## config.mk

```make
export PLATFORM = sky130hd
export DESIGN_NAME = if_fetch
export DESIGN_NICKNAME = d
export VERILOG_FILES = /design/src/rtl/rv32i_pkg.sv /design/src/rtl/if_fetch.sv
export SDC_FILE = /design/constraint.sdc
export NUM_CORES = 1
export LEC_CHECK = 0
export CAP_MARGIN = 20
export CORE_ASPECT_RATIO = 0.6
export CORE_MARGIN = 2
export CORE_UTILIZATION = 38
export DETAILED_ROUTE_END_ITERATION = 10
export GPL_TIMING_DRIVEN = 0
export PLACE_DENSITY = 0.78
export SLEW_MARGIN = 5
export SYNTH_ARGS = -nofsm -noshare
export SYNTH_HDL_FRONTEND = slang
export SYNTH_SLANG_ARGS = --single-unit
```

## constraint.sdc

```tcl
create_clock -name clk -period 2.35 [get_ports clk]
set_input_delay 0.47 -clock clk [delete_from_list [all_inputs] [get_ports clk]]
set_output_delay 0.47 -clock clk [all_outputs]
set_load 0.1 [all_outputs]
```

## src/rtl/rv32i_pkg.sv

```systemverilog
`default_nettype none
// ============================================================================
// Module      : rv32i_pkg
// Description : Shared types and defaults for the RV32I core front end.
// Revision    : 1.0 - initial release
// ============================================================================
package rv32i_pkg;

  // Architectural register / address width.
  localparam int XLEN = 32;

  // Default first fetch address after reset.
  localparam logic [XLEN-1:0] RESET_PC_DEFAULT = 32'h0000_0000;

  // Default instruction memory word-address width (4096 words = 16 KiB).
  localparam int IMEM_AW_DEFAULT = 12;

  // Fetch-stage control states. FAULT is only reachable when the
  // misaligned-redirect trap is compiled in.
  typedef enum logic [1:0] {
    BOOT  = 2'd0,
    RUN   = 2'd1,
    HALT  = 2'd2,
    FAULT = 2'd3
  } fetch_state_t;

  // Sequential next-PC: one 32-bit instruction ahead, wrapping at 2^32.
  function automatic logic [XLEN-1:0] pc_next_seq(input logic [XLEN-1:0] pc);
    return pc + 32'd4;
  endfunction

endpackage
`default_nettype wire

```

## src/rtl/if_fetch.sv

```systemverilog
`default_nettype none
// ============================================================================
// Module      : if_fetch
// Description : RV32I instruction-fetch stage. Owns the program counter,
//               drives a synchronous instruction memory (1-cycle read
//               latency, output held while enable is low) and hands fetched
//               words to decode over a valid/ready handshake. Accepts
//               redirects from execute and halt requests from control.
// Options     : IF_FETCH_MISALIGN_TRAP_EN - when defined, a redirect to a
//               non word-aligned target issues nothing and parks the stage
//               in FAULT (fetch_fault/fault_pc) until an aligned redirect.
//               When undefined, the low two target bits are ignored.
// Revision    : 1.0 - initial release
// ============================================================================
module if_fetch
  import rv32i_pkg::*;
#(
  parameter logic [XLEN-1:0] RESET_PC = RESET_PC_DEFAULT,
  parameter int              IMEM_AW  = IMEM_AW_DEFAULT
) (
  input  logic               clk,
  input  logic               rst,
  // Instruction memory port
  output logic               o_imem_en,
  output logic [3:0]         o_imem_we,
  output logic [XLEN-1:0]    o_imem_wdata,
  output logic [IMEM_AW-1:0] o_imem_adr,
  input  logic [XLEN-1:0]    i_imem_rdata,
  // Control inputs
  input  logic               i_redirect_valid,
  input  logic [XLEN-1:0]    i_redirect_pc,
  input  logic               i_halt_req,
  // Decode handshake
  output logic               o_id_valid,
  input  logic               i_id_ready,
  output logic [XLEN-1:0]    o_id_inst,
  output logic [XLEN-1:0]    o_id_pc,
  // Misaligned-redirect trap
  output logic               o_fetch_fault,
  output logic [XLEN-1:0]    o_fault_pc
);

  // --------------------------------------------------------------------------
  // State
  // --------------------------------------------------------------------------
  logic [XLEN-1:0] r_pc_q;       // next sequential fetch address
  logic [XLEN-1:0] r_inst_pc_q;  // PC of the word in flight / held at decode
  logic            r_valid_q;    // memory output holds an undelivered word
  fetch_state_t    r_state_q;

  fetch_state_t    w_state_d;
  logic            w_issue;      // a fetch is issued this cycle
  logic            w_misalign;   // redirect target is trapped as misaligned
  logic [XLEN-1:0] w_tgt;        // redirect target after alignment policy
  logic [XLEN-1:0] w_fa;         // fetch address for this cycle

  // --------------------------------------------------------------------------
  // Redirect target policy
  // --------------------------------------------------------------------------
`ifdef IF_FETCH_MISALIGN_TRAP_EN
  assign w_tgt      = i_redirect_pc;
  assign w_misalign = i_redirect_valid & (i_redirect_pc[1:0] != 2'b00);
`else
  // Without the trap the byte offset is simply dropped, so a target of
  // 0x102 fetches the word at 0x100.
  logic w_unused_lsb;
  assign w_unused_lsb = ^i_redirect_pc[1:0];
  assign w_tgt        = {i_redirect_pc[XLEN-1:2], 2'b00};
  assign w_misalign   = 1'b0;
`endif

  // A redirect takes effect in its own cycle, so the target is issued
  // immediately and only one bubble is paid.
  assign w_fa       = i_redirect_valid ? w_tgt : r_pc_q;
  assign o_imem_adr = w_fa[IMEM_AW+1:2];

  // The fetch port never writes.
  assign o_imem_we    = 4'b0000;
  assign o_imem_wdata = '0;
  assign o_imem_en    = w_issue;

  // --------------------------------------------------------------------------
  // Next-state and issue decision
  // --------------------------------------------------------------------------
  // Decide whether to issue a fetch and where the control FSM goes next.
  always_comb begin
    w_state_d = r_state_q;
    w_issue   = 1'b0;
    case (r_state_q)
      BOOT: begin
        // One quiet cycle after reset before the first fetch.
        w_state_d = RUN;
      end
      RUN: begin
        if (i_redirect_valid) begin
          // Redirect beats halt when both arrive together.
          if (w_misalign) begin
            w_state_d = FAULT;
          end else begin
            w_issue = 1'b1;
          end
        end else if (i_halt_req) begin
          // Stop fetching; a word already at decode is still delivered.
          w_state_d = HALT;
        end else begin
          // Only issue when the memory output slot is free or being drained,
          // otherwise the held word would be overwritten.
          w_issue = ~r_valid_q | i_id_ready;
        end
      end
      HALT, FAULT: begin
        if (i_redirect_valid) begin
          if (w_misalign) begin
            w_state_d = FAULT;
          end else begin
            w_issue   = 1'b1;
            w_state_d = RUN;
          end
        end
      end
      default: begin
        w_state_d = BOOT;
      end
    endcase
  end

  // --------------------------------------------------------------------------
  // PC, in-flight PC, valid and state registers
  // --------------------------------------------------------------------------
  // Advance the PC on issue and track whether a fetched word awaits decode.
  always_ff @(posedge clk or posedge rst) begin
    if (rst) begin
      r_state_q   <= BOOT;
      r_pc_q      <= RESET_PC;
      r_inst_pc_q <= RESET_PC;
      r_valid_q   <= 1'b0;
    end else begin
      r_state_q <= w_state_d;
      if (w_issue) begin
        r_pc_q      <= pc_next_seq(w_fa);
        r_inst_pc_q <= w_fa;
        r_valid_q   <= 1'b1;
      end else if (w_misalign) begin
        // The held word belongs to the abandoned path.
        r_valid_q <= 1'b0;
      end else begin
        r_valid_q <= r_valid_q & ~i_id_ready;
      end
    end
  end

  // --------------------------------------------------------------------------
  // Trap reporting
  // --------------------------------------------------------------------------
`ifdef IF_FETCH_MISALIGN_TRAP_EN
  logic [XLEN-1:0] r_fault_pc;

  // Capture the offending target; clear once an aligned redirect recovers.
  always_ff @(posedge clk or posedge rst) begin
    if (rst) begin
      r_fault_pc <= '0;
    end else if (w_misalign) begin
      r_fault_pc <= i_redirect_pc;
    end else if (w_issue && (r_state_q == FAULT)) begin
      r_fault_pc <= '0;
    end
  end

  assign o_fetch_fault = (r_state_q == FAULT);
  assign o_fault_pc    = r_fault_pc;
`else
  assign o_fetch_fault = 1'b0;
  assign o_fault_pc    = '0;
`endif

  // --------------------------------------------------------------------------
  // Decode interface
  // --------------------------------------------------------------------------
  // A word sitting at decode during a redirect is from the wrong path and is
  // squashed combinationally.
  assign o_id_valid = r_valid_q & ~i_redirect_valid;
  assign o_id_inst  = i_imem_rdata;
  assign o_id_pc    = r_inst_pc_q;

endmodule
`default_nettype wire

```

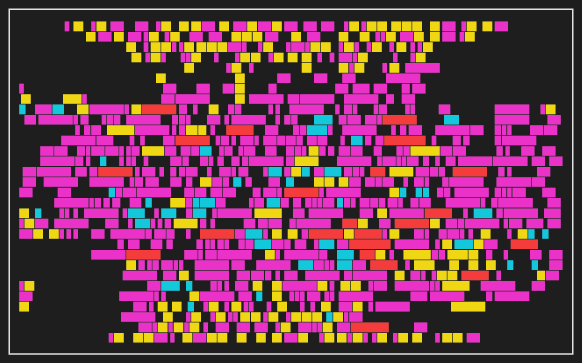
**Above:** run 1 (cells by drive strength).
legend:
  cyan:
    size: x2
    cells: 44
    share: 5.7%
    most_used: buf_2
  yellow:
    size: x3 and x4
    cells: 169
    share: 22%
    most_used: buf_4
  red:
    size: x6 and larger
    cells: 22
    share: 2.8%
    most_used: clkbuf_16
  magenta:
    size: x1 and smaller
    cells: 542
    share: 70%
    most_used: nand2_1

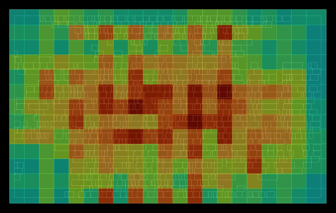
**Above:** run 1 (track usage over the die).
GRT met2 Usage: 0.324
Routed wire per std cell: 16.3 um

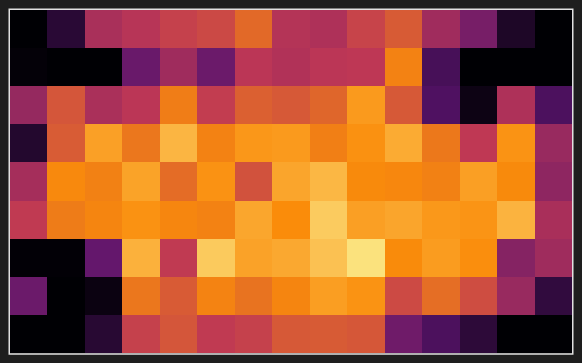
**Above:** run 1 (cell area per tile).
The die is cut into 15 by 9 equal tiles; black is low, pale yellow is high, 0 to 100% covered.
nearly empty tiles: 11%
tiles over 75% full: 23%
emptiest ninth of the die: top right
Core ar.: 12000 um^2
fp_density: 0.389
fin util: 0.586

==> metrics.yaml, run 1 <==
synth-edff-count: 0
dieHeight_um: 90.0
diodes: 0
post-place-ws_ns: -1.76
rows: 31
grt_max_degree: 64
grt_use_total: 0.225
path_cells: "clkdlybuf4s50_1"
hold_violations: 0
post-place-cells: 894
warnings: 30
drive_gt1_frac: 0.302
pin_count: 216
worstMarginPinSlew_ns: 1.01
postSynthSeqShare: 0.337
drc: 0
final_nets: 842
yosys.area.top_type: "dfrtp_1"
routed.top_layer: "met4"
syn_area_um2: 4680
ys.warnings.count: 0
finalWirelength_um: 15400
yosys_most_used_dff: "dfrtp_1"
drt-initial-drc-count: 430
power_density_nw_per_um2: 892
vias: 4585
hold_class: "in2reg"
overflow: 0
areaGrowthSynthToFinish_pct: 50.4
clock_latency_ns: 0.34
ys_cells: 550
setup_slack_ns: 0.0386
cts_max_level: 3
worst_clock_skew_ns: 0.00751
setup-violations-final: 0
outcome: "finished clean"
gp_congestion: 0.984
crit_cells: 1
common_cells: "buf_4 (116), nand2_1 (91), dfrtp_1 (63)"
min_period_over_period: 0.984
grt_pass1_wl_um: 23300
dpl_cell_area_um2: 6320
-- run 1: power by group --
group	internal, uW	total [uW]	switching [uW]
sequential	1320	1510	195
clock	929	1440	512
combinational	842	3330	2490
-- run 1: layer usage --
metal / global-route usage / vias to the layer above
li1: - / 2155
met1: 0.322 / 2182
met2: 0.324 / 231
met3: 0.0919 / 17
met4: 0.0393 / 0
met5: 0 / -
-- run 1: sequential cells by signal, indices dropped and copies added, names as in the netlist --
register,count
r_pc_q,30
r_state_q,2
o_id_pc,30
r_valid_q,1
-- run 1: area by class of cell --
cell class	count	area [um^2]
Buffer	137	1060
Clock buffer	9	225
Clock inverter	7	97.6
Fill cell	1065	4980
Inverter	10	42.5
Multi-Input combinational cell	409	2500
Sequential cell	63	1580
Tap cell	165	206
Timing Repair Buffer	142	1330
-- run 1: cell usage in the layout, fill, tap and decap left out, drive strengths merged, types with 6 or more instances in the layout --
master / instances
a21oi: 19
nand3b: 10
mux2: 9
conb: 71
mux2i: 22
a22oi: 6
nor3: 6
xnor2: 8
clkdlybuf4s50: 87
dfrtp: 63
inv: 9
dlymetal6s2s: 6
nor2b: 7
nand2: 91
and2: 6
a31oi: 7
nand3: 18
nor2: 22
nand4: 10
xor2: 11
o211ai: 6
clkbuf: 18
buf: 175
o21ai: 38
-- run 1: cells by family (layout without fill, tap and decap cells) --
logic type / after synthesis / in the layout / share of synthesized area
other: 1 / 71 / 0.000801
AND-OR/OR-AND: 100 / 100 / 0.139
AND/OR/NAND/NOR: 187 / 187 / 0.201
flip-flops: 63 / 63 / 0.337
buffers and inverters: 148 / 305 / 0.216
XOR/XNOR: 19 / 19 / 0.0356
multiplexers: 31 / 31 / 0.0687
adder cells (fa/ha/maj): 1 / 1 / 0.00267
--- run 2 (diff from run 1) ---
--- a/config.mk
+++ b/config.mk
@@ -12,6 +12,7 @@
 export DETAILED_ROUTE_END_ITERATION = 10
 export GPL_TIMING_DRIVEN = 0
 export PLACE_DENSITY = 0.78
+export SKIP_CTS_REPAIR_TIMING = 1
 export SLEW_MARGIN = 5
 export SYNTH_ARGS = -nofsm -noshare
 export SYNTH_HDL_FRONTEND = slang
==> run 2 against run 1 <==
Effect of this change:
- the flow now finishes with violations (negative setup slack)
- sequential cell count unchanged
- critical path depth up 13
- non-clock buffer count down 7
- register-to-register slack worse by 0.09 ns
- clock-buffer cell count unchanged
- setup slack worse by 0.16 ns
- clock skew down 0.0017 ns
- via count down 1.2%
- critical endpoint is now r_pc_q[18]
- largest power group unchanged
==> metrics.yaml, run 2 <==
grtUsageMet2: 0.307
overflow: 0
top_cell: "buf_4"
failed_checks: "negative setup slack"
vias: 4532
cap_violations: 0
p_seq_frac: 0.242
power_density_nw_per_um2: 893
outcome: "finished with violations"
diodes: 0
pin_count: 216
p_sw_frac: 0.508
drc: 0
cts_max_level: 3
warnings: 30
post-place-ws_ns: -1.76
drive_gt1_frac: 0.299
n_fill_cell: 1057
ys.warnings.count: 0
postSynthSeqShare: 0.337
ys_cells: 550
final_nets: 835
p_sw_uw: 3180
register_area_um2: 1580
busiest_layer: "met1"
yosys.area.top_type: "dfrtp_1"
initCoreUtil: 0.389
wl_per_cell_um: 16.0
rows: 31
hold_class: "reg2reg"
final_core_util: 0.583
setup_slack_ns: -0.124
min_period_over_period: 1.05
fin_tns_setup_ns: -0.556
post-place-cells: 894
syn_area_um2: 4680
finalWirelength_um: 15000
common_cells: "buf_4 (116), nand2_1 (91), dfrtp_1 (63)"
power_frac_clock: 0.230
comb_area_um2: 2500
grt_max_degree: 64
comb_power_share: 0.528
dpl_cell_area_um2: 6320
worst_clock_skew_ns: 0.00579
drt-initial-drc-count: 410
layout_top_cell: "buf_4"
setup-violations-final: 9
lay_top_cells: "buf_4 (139), clkdlybuf4s50_1 (90), nand2_1 (89)"
routed.top_layer: "met4"
==> run 2: layout make-up <==
class,instances,share of cell area
Tap cell,165,0.0294
Multi-Input combinational cell,409,0.356
Buffer,138,0.152
Clock buffer,9,0.0321
Timing Repair Buffer,134,0.185
Clock inverter,7,0.0139
Inverter,10,0.00607
Sequential cell,63,0.225
==> run 2: power by group through the flow <==
stage	Combinational, uW	Sequential (uW)	Clock [uW]
2_1_floorplan	1770	2290	0
3_3_place_gp	3180	1510	0
3_5_place_dp	3200	1520	0
4_1_cts	3210	1500	1460
5_1_grt	3420	1540	1500
6_report	3300	1510	1440
==> run 2: worst paths after layout <==
| path | from | end | slack, ns | cells after the start |
|---|---|---|---|---|
| min reg2reg | o_id_pc[7] | o_id_pc[7] | 0.48 | 2 |
| min | o_id_pc[7] | o_id_pc[7] | 0.48 | 2 |
| min in group asynchronous | rst | o_id_pc[4] | 0.62 | 2 |
| max | i_redirect_valid | r_pc_q[18] | -0.12 | 14 |
| max reg2reg | r_pc_q[3] | r_pc_q[18] | 0.08 | 10 |
| max in group asynchronous | rst | o_id_pc[18] | 1.14 | 2 |
==> run 2: cell families after synthesis <==
family / after synthesis / share of synthesized area
mux: 31 / 0.0687
compound gates: 100 / 0.139
xor+xnor: 19 / 0.0356
other cells: 1 / 0.000801
buf+inv: 148 / 0.216
simple gates: 187 / 0.201
fa+ha+maj: 1 / 0.00267
flops: 63 / 0.337
==> run 2: worst max-delay path, stage by stage <==
cell and delay [ns]:
buf_12 0.11, buf_12 0.12, buf_12 0.12, buf_12 0.12
mux2_4 0.22, ha_4 0.15, nand4b_1 0.19, a22oi_2 0.23
buf_6 0.17, nand3_4 0.14, buf_6 0.18, nor3b_1 0.19
a21oi_1 0.06, o22a_1 0.22
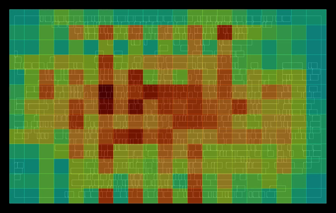
**Above:** run 2 (track usage over the die).
met3 Resource Use GR: 0.0838
total track usage: 0.215

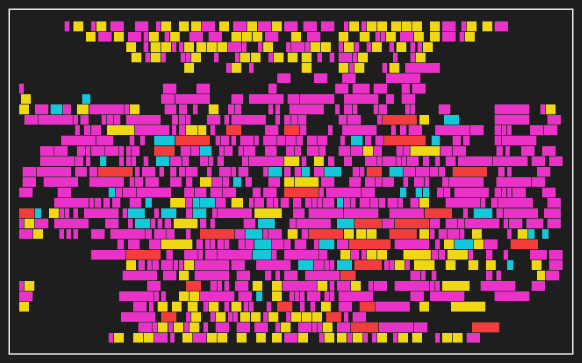
**Above:** run 2 (cells by drive strength).
legend:
  cyan:
    size: x2
    cells: 41
    share: 5.3%
    most_used: clkbuf_2
  magenta:
    size: x1 and smaller
    cells: 540
    share: 70%
    most_used: clkdlybuf4s50_1
  yellow:
    size: x3 and x4
    cells: 160
    share: 21%
    most_used: buf_4
  red:
    size: x6 and larger
    cells: 29
    share: 3.8%
    most_used: buf_6
Area Overhead vs Synth: 49.8%
fin area: 7010 um^2
Worst Slack Setup Final: -0.124 ns
Buffers, non-clock: 272

Power figures rest on the tool's default switching activity, not on a simulated workload.
